$ cat config.mk
export PLATFORM = sky130hd
export DESIGN_NAME = geig_stack_serializer
export DESIGN_NICKNAME = d
export VERILOG_FILES = /design/src/rtl/geig_stack_serializer.sv
export SDC_FILE = /design/constraint.sdc
export NUM_CORES = 1
export LEC_CHECK = 0
export ABC_AREA = 1
export CAP_MARGIN = 15
export CORE_ASPECT_RATIO = 1.1
export CORE_MARGIN = 4
export CORE_UTILIZATION = 40
export CTS_CLUSTER_SIZE = 14
export DETAILED_ROUTE_END_ITERATION = 12
export SYNTH_ARGS = -nofsm -noshare
export SYNTH_HDL_FRONTEND = slang
export SYNTH_SLANG_ARGS = --single-unit
export TNS_END_PERCENT = 10
$ cat constraint.sdc
create_clock -name CLK_100KHZ -period 2.5 [get_ports CLK_100KHZ]
set_clock_uncertainty 0.2 [all_clocks]
set_input_delay 0.25 -clock CLK_100KHZ [delete_from_list [all_inputs] [get_ports CLK_100KHZ]]
set_output_delay 0.25 -clock CLK_100KHZ [all_outputs]
set_load 0.02 [all_outputs]
$ cat src/rtl/geig_stack_serializer.sv
// Purpose: resynchronise a Geiger stack word, vet it, buffer one pending stack and emit it as a SYNC + 10-byte + XOR-checksum frame.
// Latency: SYNC_BYTE valid 4 cycles after G_DATA_STACK settles (2 sync stages, change detect, IDLE load); back-to-back frames need only one IDLE cycle.
// Backpressure: valid/ready byte stream; TX_DATA/TX_VALID held while TX_READY is low; stacks arriving mid-frame overwrite the single pending slot.
module geig_stack_serializer #(
    parameter logic [7:0]  SYNC_BYTE = 8'h7E,
    parameter logic [7:0]  GEIG_ID   = 8'h47,
    parameter logic [31:0] FILLER    = 32'hAAAAAAAA
) (
    input  logic        CLK_100KHZ,
    input  logic        RESET,
    input  logic [79:0] G_DATA_STACK,
    input  logic        TX_READY,
    output logic [7:0]  TX_DATA,
    output logic        TX_VALID,
    output logic        BUSY,
    output logic        FRAME_DONE,
    output logic [7:0]  ERR_COUNT,
    output logic [7:0]  DROP_COUNT
);

    typedef enum logic [1:0] {
        IDLE = 2'd0,
        HDR  = 2'd1,
        BODY = 2'd2,
        CSUM = 2'd3
    } state_t;

    // Input synchroniser and change detection
    logic [79:0] s1_q;
    logic [79:0] s2_q;
    logic [79:0] last_seen_q;

    // Single-entry pending buffer and error/drop statistics
    logic [79:0] pend_q;
    logic        pend_vld_q;
    logic [7:0]  err_cnt_q;
    logic [7:0]  drop_cnt_q;

    // Transmit FSM state
    state_t      state_q;
    logic [79:0] shadow_q;
    logic [3:0]  byte_idx_q;
    logic [7:0]  csum_q;
    logic [7:0]  tx_data_q;
    logic        tx_vld_q;
    logic        busy_q;
    logic        frame_done_q;

    // Combinational helpers
    logic        new_stack_d;
    logic        fmt_ok_d;
    logic        accept_d;
    logic        reject_d;
    logic        load_d;
    logic        xfer_d;
    logic [3:0]  nxt_idx_d;
    logic [7:0]  nxt_byte_d;
    logic [7:0]  csum_d;

    // Two-flop synchroniser: the 80-bit bus is only trusted once both stages agree.
    always_ff @(posedge CLK_100KHZ) begin
        if (RESET) begin
            s1_q <= '0;
            s2_q <= '0;
        end else begin
            s1_q <= G_DATA_STACK;
            s2_q <= s1_q;
        end
    end

    // A stack is new when it is stable across both stages, differs from the last one seen and is non-zero.
    always_comb begin
        new_stack_d = (s1_q == s2_q) && (s2_q != last_seen_q) && (s2_q != '0);
        fmt_ok_d    = (s2_q[7:0] == GEIG_ID) && (s2_q[79:48] == FILLER);
        accept_d    = new_stack_d && fmt_ok_d;
        reject_d    = new_stack_d && !fmt_ok_d;
        // The FSM takes the pending stack on any IDLE cycle in which one is waiting.
        load_d      = (state_q == IDLE) && pend_vld_q;
        xfer_d      = tx_vld_q && TX_READY;
    end

    // Pending-slot management: accept/reject new stacks, count rejections and overwrites.
    always_ff @(posedge CLK_100KHZ) begin
        if (RESET) begin
            last_seen_q <= '0;
            pend_q      <= '0;
            pend_vld_q  <= 1'b0;
            err_cnt_q   <= '0;
            drop_cnt_q  <= '0;
        end else begin
            // last_seen tracks rejected stacks too, so a static bad stack is counted once.
            if (new_stack_d) begin
                last_seen_q <= s2_q;
            end
            if (reject_d && (err_cnt_q != 8'hFF)) begin
                err_cnt_q <= err_cnt_q + 8'd1;
            end
            if (accept_d) begin
                pend_q     <= s2_q;
                pend_vld_q <= 1'b1;
                // An acceptance in the same cycle the FSM drains the slot is not an overwrite.
                if (pend_vld_q && !load_d && (drop_cnt_q != 8'hFF)) begin
                    drop_cnt_q <= drop_cnt_q + 8'd1;
                end
            end else if (load_d) begin
                pend_vld_q <= 1'b0;
            end
        end
    end

    // Next body byte and the running checksum including the byte now on TX_DATA.
    always_comb begin
        nxt_idx_d  = byte_idx_q + 4'd1;
        nxt_byte_d = 8'h00;
        for (int k = 0; k < 10; k++) begin
            if (nxt_idx_d == 4'(k)) begin
                nxt_byte_d = shadow_q[8*k +: 8];
            end
        end
        csum_d = csum_q ^ tx_data_q;
    end

    // Frame FSM with registered outputs: SYNC, 10 body bytes LSB-first, XOR checksum.
    always_ff @(posedge CLK_100KHZ) begin
        if (RESET) begin
            state_q      <= IDLE;
            shadow_q     <= '0;
            byte_idx_q   <= '0;
            csum_q       <= '0;
            tx_data_q    <= '0;
            tx_vld_q     <= 1'b0;
            busy_q       <= 1'b0;
            frame_done_q <= 1'b0;
        end else begin
            frame_done_q <= 1'b0;
            case (state_q)
                IDLE: begin
                    if (pend_vld_q) begin
                        // Shadow is only written here, so it stays frozen for the whole frame.
                        shadow_q   <= pend_q;
                        csum_q     <= '0;
                        byte_idx_q <= '0;
                        tx_data_q  <= SYNC_BYTE;
                        tx_vld_q   <= 1'b1;
                        busy_q     <= 1'b1;
                        state_q    <= HDR;
                    end
                end
                HDR: begin
                    if (xfer_d) begin
                        byte_idx_q <= '0;
                        tx_data_q  <= shadow_q[7:0];
                        state_q    <= BODY;
                    end
                end
                BODY: begin
                    if (xfer_d) begin
                        csum_q <= csum_d;
                        if (byte_idx_q == 4'd9) begin
                            tx_data_q <= csum_d;
                            state_q   <= CSUM;
                        end else begin
                            byte_idx_q <= nxt_idx_d;
                            tx_data_q  <= nxt_byte_d;
                        end
                    end
                end
                CSUM: begin
                    if (xfer_d) begin
                        tx_data_q    <= '0;
                        tx_vld_q     <= 1'b0;
                        busy_q       <= 1'b0;
                        frame_done_q <= 1'b1;
                        state_q      <= IDLE;
                    end
                end
                default: begin
                    state_q  <= IDLE;
                    tx_vld_q <= 1'b0;
                    busy_q   <= 1'b0;
                end
            endcase
        end
    end

    assign TX_DATA    = tx_data_q;
    assign TX_VALID   = tx_vld_q;
    assign BUSY       = busy_q;
    assign FRAME_DONE = frame_done_q;
    assign ERR_COUNT  = err_cnt_q;
    assign DROP_COUNT = drop_cnt_q;

endmodule
Clock wiring as the flow saved it:
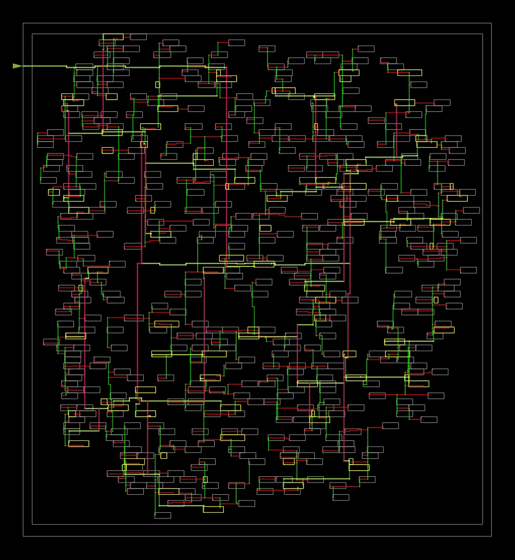
TritonCTS Buffers: 47
CLK BUF: 65
CTS Sinks: 441

Metal 2:
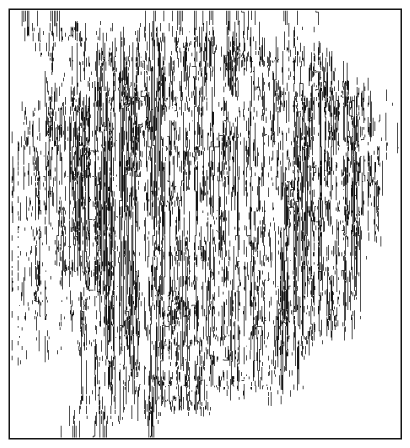
- share of all routed wire: 49%
- wire length on this layer: 25.9 mm
- main direction: vertical

Gate-type map:
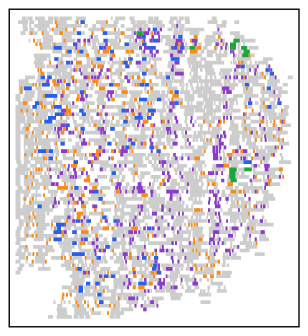
- purple: nand cells (cells 523; most used nand2_1)
- blue: xor and xnor cells (cells 119; most used xnor2_1)
- orange: nor cells (cells 419; most used nor2_1; where widely spread)
- green: fa/ha/maj cells (cells 13; most used ha_1)
combinational share of cell area: 0.325
final std cells w/o fill: 3469

Sizing map:
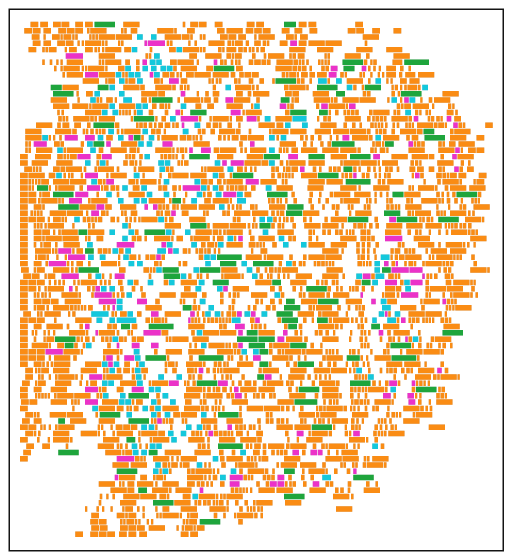
- green: x6 and larger (cells 115; most used clkbuf_16)
- cyan: x3 and x4 (cells 233; most used buf_4)
- magenta: x2 (cells 153; most used or2_2)
- orange: x1 and smaller (cells 2380; most used dfxtp_1)
count of plain and timing-repair buffers: 438
design area: 25000 um2

==> Changelog: implementation <==
### Changed

* Sequential share of cell area at 0.354
* Maximum vdd ir drop at 467 uV
* First-pass GRT wire length at 85000 um
* Beginning of the worst register-to-register path: s2_q[5]
* Initial antenna violation count at 0
* Crit path max fanout at 8
* Clock-net power at 7.50 mW
* Synth flops at approximately 440
* Register area at 8850 um2
* Max Root-Sink Buffers at 3
* Largest net degree at the start of global routing at ~120
* Switching power share of the total at 0.272
* Core area at 45700 um2
* Layout clock area frac at 0.0673
* CTS tree: done
* Synthesized netlist cell count at 2472
* Sequential share of the synthesized area at 0.478
* Setup CP Type: flip-flop to flip-flop
* Most instantiated cells after synthesis: dfxtp_1 (441), inv_1 (392), nor2_1 (341), nand2_1 (333), a21oi_1 (194)
* Die H at ~230 um
* Die Wd at 213 um
* Worst reg2reg path depth at 16
* Via density at 4.83
* Total number of vias at 16770
* Worst r2r dst: pend_q[32]
* Top comb family, area: simple AND/OR/NAND/NOR gates
* GPL Wtd Cong at 0.958
* Worst EP required at 2.80 ns
* Slowest cell delay on critical path at 0.34 ns
* Most instantiated logic cells after routing: dfxtp_1 (424), inv_1 (383), nor2_1 (331)
* Initial DRC Count at 943
* Yosys cell types at 37
* Inverter count at between 300 and 400
* Most common flop cell mapped by yosys: dfxtp_1
* Setup Viol. Count Final at 171
* Top cell category: sequential cells
* Logic area at 8140 um2
* Synth top area share at 0.478
* Routed len/inst at ~15 um
* Count leader, synth: dfxtp_1
* Sequential share of power at 0.414
* Worst path cell trace: nor2_2, inv_1, nor3_2, nand3_2, nor4_2, buf_4, nand3_1, nand4_1, buf_4, nor2_4, buf_12, nand2_8, buf_12, buf_16, nand2_1, a21oi_1
* Setup crit end: pend_q[32]
* Hold depth at 3
* Internal at 13.1 mW
* Area after DPL at 21800 um2
* CP bufs+invs at 6
* Core Util, Final at 0.548
* CP max stage cell: dfxtp_1
* Placed insts at 3291
* CTS HTree Levels at 2
* FP Util at 0.405
* PwrDens at 719 nW/um2
* DP HPWL at 37500 um
* Crit. Startpoint: s2_q[5]
* Worst Hold End: s1_q[34]
* Avg Inst Size Synth at between 7 and 8 um2
* Synthesis Warnings at 0
* Failing checks: setup timing
* Final tally of max-slew violations at 0
* Status: finished, violations left
* Synthesis area per yosys at 18500 um2
* Fillers at 4245
* Comb gates at between 1500 and 2000
* Top Ports at 110
* Flip-flops with a built-in enable at 0
* Tapcells at 588
* CP delay by family, top: simple AND/OR/NAND/NOR gates
* And+or+nand+nor area frac at 0.230
* Compound-Gate Fraction of Synth Area at 0.118
* Combinational power share at 0.169
* Achievable frequency at 380 MHz
* Share of cells above drive strength 1 at 0.174
* Vias in the first global route at 16425
* Post-synthesis net count at about 2600
* Tally of OpenROAD warnings at 41
* Final Worst Setup Slack at -0.129 ns
* Critical Path AT at 2.93 ns
* Syn Std Cell Area at 18500 um2
[what timing repair did]
item                                   in CTS  in global routing
pin swaps                                  14                 20
cloned                                      5                  0
endpoints found under the hold margin      97                  0
resized                                    93                 73
setup endpoints to repair                 182                186
setup buffers                              17                  4
hold buffers                               69                  0
[per-layer routing]
| layer | global-route usage | up-vias | share of wire |
|---|---|---|---|
| met5 | 0 | - | 0 |
| met1 | 0.262 | 7742 | 0.43 |
| li1 | - | 8607 | - |
| met3 | 0.0254 | 103 | 0.032 |
| met4 | 0.0954 | 0 | 0.043 |
| met2 | 0.367 | 318 | 0.49 |
No activity file was given, so power comes from the tool's default toggle rates.
